**config.mk**
```make
export PLATFORM = sky130hd
export DESIGN_NAME = w_74hc190_counter
export DESIGN_NICKNAME = d
export VERILOG_FILES = /design/src/rtl/w_74hc190_counter.sv
export SDC_FILE = /design/constraint.sdc
export NUM_CORES = 1
export LEC_CHECK = 0
export ABC_CLOCK_PERIOD_IN_PS = 4200
export CAP_MARGIN = 20
export CELL_PAD_IN_SITES_DETAIL_PLACEMENT = 0
export CELL_PAD_IN_SITES_GLOBAL_PLACEMENT = 1
export CORE_AREA = 5 5 42 44
export CTS_BUF_LIST = sky130_fd_sc_hd__clkbuf_4
export DETAILED_ROUTE_END_ITERATION = 12
export DIE_AREA = 0 0 47 49
export DONT_BUFFER_PORTS = 1
export GPL_TIMING_DRIVEN = 1
export PLACE_DENSITY_LB_ADDON = 0.1
export REMOVE_ABC_BUFFERS = 1
export SYNTH_ARGS = -nofsm -noshare
export SYNTH_HDL_FRONTEND = slang
export SYNTH_SLANG_ARGS = --single-unit
```
**constraint.sdc**
```tcl
create_clock -name CLK -period 4.2 [get_ports CLK]
set_input_delay 0.84 -clock CLK [delete_from_list [all_inputs] [get_ports CLK]]
set_output_delay 0.84 -clock CLK [all_outputs]
set_load 0.02 [all_outputs]
```
**src/rtl/w_74hc190_counter.sv**
```systemverilog
// Presettable up/down modulo-N counter (74HC190/191 style) with terminal count,
// one-cycle wrap pulse and a divide-by-2N square-wave output.
module w_74hc190_counter #(
    parameter int unsigned WIDTH   = 4,
    parameter int unsigned MODULUS = 10
) (
    input  logic             CLK,
    input  logic             RST,
    input  logic             LD,
    input  logic [WIDTH-1:0] D,
    input  logic             ENP,
    input  logic             ENT,
    input  logic             UD,
    output logic [WIDTH-1:0] Q,
    output logic             TC,
    output logic             WRAP,
    output logic             DIV
);

    generate
        if (WIDTH < 2 || WIDTH > 8) begin : g_bad_width
            $error("w_74hc190_counter: WIDTH must be in 2..8");
        end
        if (MODULUS < 2 || MODULUS > (32'd1 << WIDTH)) begin : g_bad_modulus
            $error("w_74hc190_counter: MODULUS must be in 2..2**WIDTH");
        end
    endgenerate

    localparam logic [WIDTH-1:0] Q_MAX = WIDTH'(MODULUS - 1);

    typedef enum logic {
        S_IDLE  = 1'b0,
        S_PULSE = 1'b1
    } wrap_state_t;

    wrap_state_t      state;
    logic             count_en;
    logic             at_max;
    logic             at_zero;
    logic             wrap_take;
    logic [WIDTH-1:0] d_sat;

    assign at_max   = (Q == Q_MAX);
    assign at_zero  = (Q == '0);
    assign count_en = ENP & ENT;
    // Load has priority, so a load edge never counts as a wrap
    assign wrap_take = ~LD & count_en & (UD ? at_max : at_zero);
    // Out-of-range load values saturate so Q never reaches an illegal state
    assign d_sat = (32'(D) >= MODULUS) ? Q_MAX : D;

    // TC is gated by ENT only, which keeps it valid for cascading
    assign TC   = ENT & (UD ? at_max : at_zero);
    assign WRAP = (state == S_PULSE);

    always_ff @(posedge CLK or posedge RST) begin
        if (RST) begin
            Q     <= '0;
            DIV   <= 1'b0;
            state <= S_IDLE;
        end else begin
            if (LD) begin
                Q <= d_sat;
            end else if (count_en) begin
                if (UD) begin
                    Q <= at_max ? '0 : Q + WIDTH'(1);
                end else begin
                    Q <= at_zero ? Q_MAX : Q - WIDTH'(1);
                end
            end

            if (wrap_take) begin
                DIV <= ~DIV;
            end

            case (state)
                S_IDLE:  if (wrap_take)  state <= S_PULSE;
                S_PULSE: if (!wrap_take) state <= S_IDLE;
                default: state <= S_IDLE;
            endcase
        end
    end

endmodule
```
==> flow_metrics.env <==
# implementation run metrics
export IMPL_tool_warnings=25
export IMPL_number_of_enable_flip_flop_cells=0
export IMPL_rr_worst_depth=4
export IMPL_synthFlopType="sky130_fd_sc_hd__dfrtp_1"
export IMPL_grt_pass1_vias=365
export IMPL_boundaryPins=17
export IMPL_final_nets=66
export IMPL_report_final_slew_viol_count=0
export IMPL_mostFrequentLayoutCell="sky130_fd_sc_hd__dfrtp_1"
export IMPL_grt_start_max_net_pins=13
export IMPL_track_usage_pct=10.0
export IMPL_clk_path_buf_depth=2
export IMPL_floorplan_initialDensity_pct=33.9
export IMPL_common_cells="sky130_fd_sc_hd__dfrtp_1, sky130_fd_sc_hd__nand2_1, sky130_fd_sc_hd__nor2_1, sky130_fd_sc_hd__o21ai_0"
export IMPL_end_kind="primary output"
export IMPL_crit_path_arrival_time_ns=1.75
export IMPL_netlist_top_cells_area="sky130_fd_sc_hd__dfrtp_1, sky130_fd_sc_hd__o21ai_0, sky130_fd_sc_hd__nor3b_4"
export IMPL_yosys_cell_types_count=34
export IMPL_die_height_um=49
export IMPL_cts_setup_buffers=0
export IMPL_ys_cells=57
export IMPL_vdd_ir_drop_max_mv=0.0702
export IMPL_xor_share_pct=5.53
export IMPL_post_route_cells_drive_above_1_share_pct=13.0
export IMPL_r2r_end="Q[3]$_DFFE_PP0P_"
export IMPL_netlist_top_cell_by_instances="sky130_fd_sc_hd__dfrtp_1"
export IMPL_gp_congestion=0.773
export IMPL_cts_tree="yes"
export IMPL_synth_adder_area_share_pct=0
export IMPL_ctsRootBufferMaster="sky130_fd_sc_hd__clkbuf_4"
export IMPL_via_per_inst=5.67
export IMPL_setup_repair_after_global_routing_missed_its_margin="no"
export IMPL_ys_sh_aoi_pct=25.0
export IMPL_io_buffer_count=0
export IMPL_wire_per_inst_um=15.5
export IMPL_path_cells="or3_1 > a211oi_2 > and2_2"
export IMPL_grt_first_pass_wirelength_mm=1.61
export IMPL_timing_critical_path_to="TC"
export IMPL_timing_final_setup_violations=0
export IMPL_post_route_min_period_ns=2.59
export IMPL_fp_dieArea_um2=2300
export IMPL_first_iter_violations=11
export IMPL_min_path_type="in -> async"
export IMPL_crit_path_start_kind="register"
export IMPL_setup_tns_final_ns=0
export IMPL_synth_area_um2=475
export IMPL_number_of_antenna_violations_at_the_first_check_in_global_routing=0
export IMPL_timing_rr_start="Q[1]$_DFFE_PP0P_"
export IMPL_maxCapViolCount=0
export IMPL_route_detailed_drc=0
export IMPL_via_count=397
export IMPL_cts_hold_buf=0
export IMPL_synth_area_leader_cell="sky130_fd_sc_hd__dfrtp_1"
export IMPL_timing_slew_headroom_pct=64.3
export IMPL_clk_pin_slew_worst_paths_ns=0.05
export IMPL_hpwl_um=796
export IMPL_dieWidth_um=47
export IMPL_gr_total_overflow=0
export IMPL_ys_warn_count=0
export IMPL_report_power_total_mw=0.181
export IMPL_critPathKind="reg -> out"
export IMPL_achievable_frequency_mhz=386
export IMPL_cts_max_level=1
export IMPL_cellPowerDensity_nw_per_um2=373
export IMPL_final_setup_skew_ns=0.00387
export IMPL_fin_crit_sh_pct=61.7
export IMPL_detail_route_antenna_nets=0
export IMPL_power_leakage_nw=0.196
export IMPL_synthSimpleGateAreaFrac_pct=29.5
export IMPL_ys_async_sr_fraction_pct=100
export IMPL_cp_required_ns=3.36
export IMPL_final_antenna_diode_count=0
export IMPL_tritonroute_pass_1_iters=4
export IMPL_synthDominantCellAreaShare_pct=31.6
export IMPL_report_final_hold_viol_count=0
export IMPL_slowest_stage="sky130_fd_sc_hd__dfrtp_1"
export IMPL_synth_cells=57
export IMPL_worst_pin_slew_ns=0.522
export IMPL_post_cts_resized=0
export IMPL_clkLatencyLatePin_ns=0.24
export IMPL_synth_comb_largest_family="simple AND/OR/NAND/NOR gates"
export IMPL_dp_slack_ns=1.72
export IMPL_critical_path_max_stage_delay_ns=0.56
export IMPL_outcome="finished clean"
export IMPL_critical_path_max_fanout=12
export IMPL_ys_seq_share_pct=31.6
export IMPL_setup_worst_path_start="Q[0]$_DFFE_PP0P_"
export IMPL_coreArea_um2=1400
export IMPL_clock_sinks=6
export IMPL_layout_top_cells="sky130_fd_sc_hd__dfrtp_1, sky130_fd_sc_hd__nand2_1, sky130_fd_sc_hd__o21ai_0, sky130_fd_sc_hd__nor2_1"
export IMPL_mux_area_share_pct=0
export IMPL_yosys_register_bits=6
export IMPL_r2r_setup_slack_ns=2.45
export IMPL_ys_chip_area_um2=475
export IMPL_floorplan_rows=14
export IMPL_timing_hold_ws_ns=0.392
export IMPL_cts_buffers_inserted=3
export IMPL_syn_area_per_cell_um2=8.34
## layer usage
metal,track usage [%],wire length (um)
met2,12.2,430
met1,12.4,466
met3,2.95,135
met4,11.1,52
met5,0,0
## worst min path at each step
stage	from	endpoint	slack, ns	depth (start not counted)
global placement	DIV$_DFFE_PP0P_	DIV$_DFFE_PP0P_	0.60	1
finish	RST	Q[0]$_DFFE_PP0P_	0.39	1
global route	RST	Q[0]$_DFFE_PP0P_	0.41	1
detailed placement	DIV$_DFFE_PP0P_	DIV$_DFFE_PP0P_	0.61	1
floorplan	DIV$_DFFE_PP0P_	DIV$_DFFE_PP0P_	0.58	1
CTS	RST	Q[0]$_DFFE_PP0P_	0.39	1
## critical path, delay by kind of cell, from the launching register on
kind               cells  cell delay (ns)
AOI/OAI and AO/OA      1             0.24
DFF                    1             0.56
and+or+nand+nor        2             0.70
## cells by family after synthesis
logic type / Yosys count
and+or+nand+nor: 23
AOI/OAI and AO/OA: 17
buffers and inverters: 8
DFF: 6
xor gates and xnor gates: 3
## where the power goes
part / internal, mW / switching [mW] / total, mW
combinational: 0.0176 / 0.0141 / 0.0317
sequential: 0.0668 / 0.0296 / 0.0964
clock: 0.0323 / 0.0206 / 0.0529
## per-stage QoR
step	cells	util, %	instance area [um^2]
floorplan	51	-	443
global placement	67	33.0	463
finish	70	34.6	485
CTS	70	34.6	485
detailed placement	67	33.0	463
global route	70	34.6	485
## state kept, by name, summed over array words and instances (netlist names)
| signal | count |
|---|---|
| DIV | 1 |
| Q | 4 |
| WRAP | 1 |
## cell type report
class	count	area (um^2)
fillers	152	916
multi-input cells	43	285
flip-flops and latches	6	150
clock buffers	3	22.5
well taps	16	20.0
inverters	2	7.51
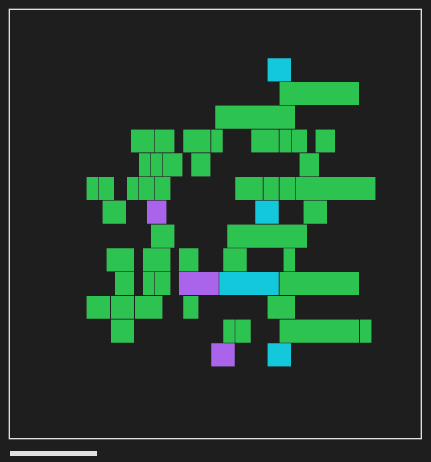
(images/drive_strength.png)
Bar = 10 um.
Key: drive 1 or less = green [cells 47, share 87%, most used dfrtp_1]; drive 3 to 4 = cyan [cells 4, share 7.4%, most used clkbuf_4]; drive 2 = purple [cells 3, share 5.6%]
bufs w/o clock: 0
final cell area excluding filler cells: 485 um^2
area growth from synthesis to final layout: 2.11%
post-layout worst setup margin: 1.61 ns

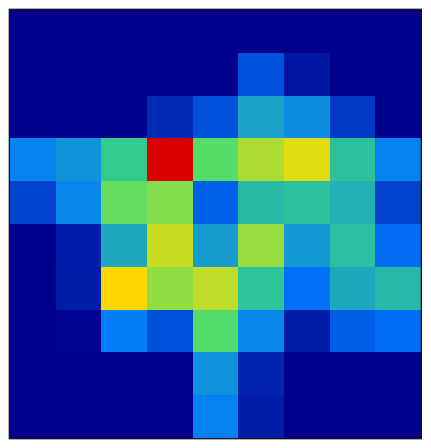
(images/wire_density.png)
9 x 10 tiles, from dark blue (low) to red (high), scaled to the fullest tile. Values are wire area over tile area, all layers added.
13% of the tiles are over half the peak. The emptiest ninth of the die: top left. The fullest tile reaches 0.41. The densest ninth of the die: middle. The mean over all tiles is 0.083. 42% of the tiles are nearly empty.

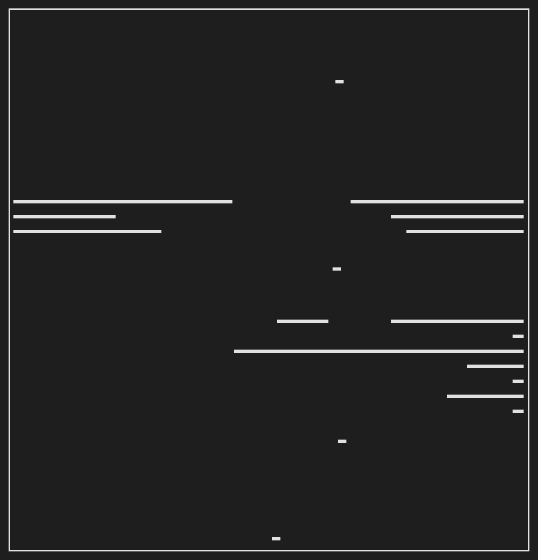
(images/met3.png)
The longest straight run is 26.0 um. 15 nets have wire on it. The layer carries 136 um of wire. The wires run mostly horizontal. The layer holds 13% of the routed length.
detailed-route wire length: 1.08 mm
met3 track demand over resource: 2.95%

Power and IR drop assume default switching activity.
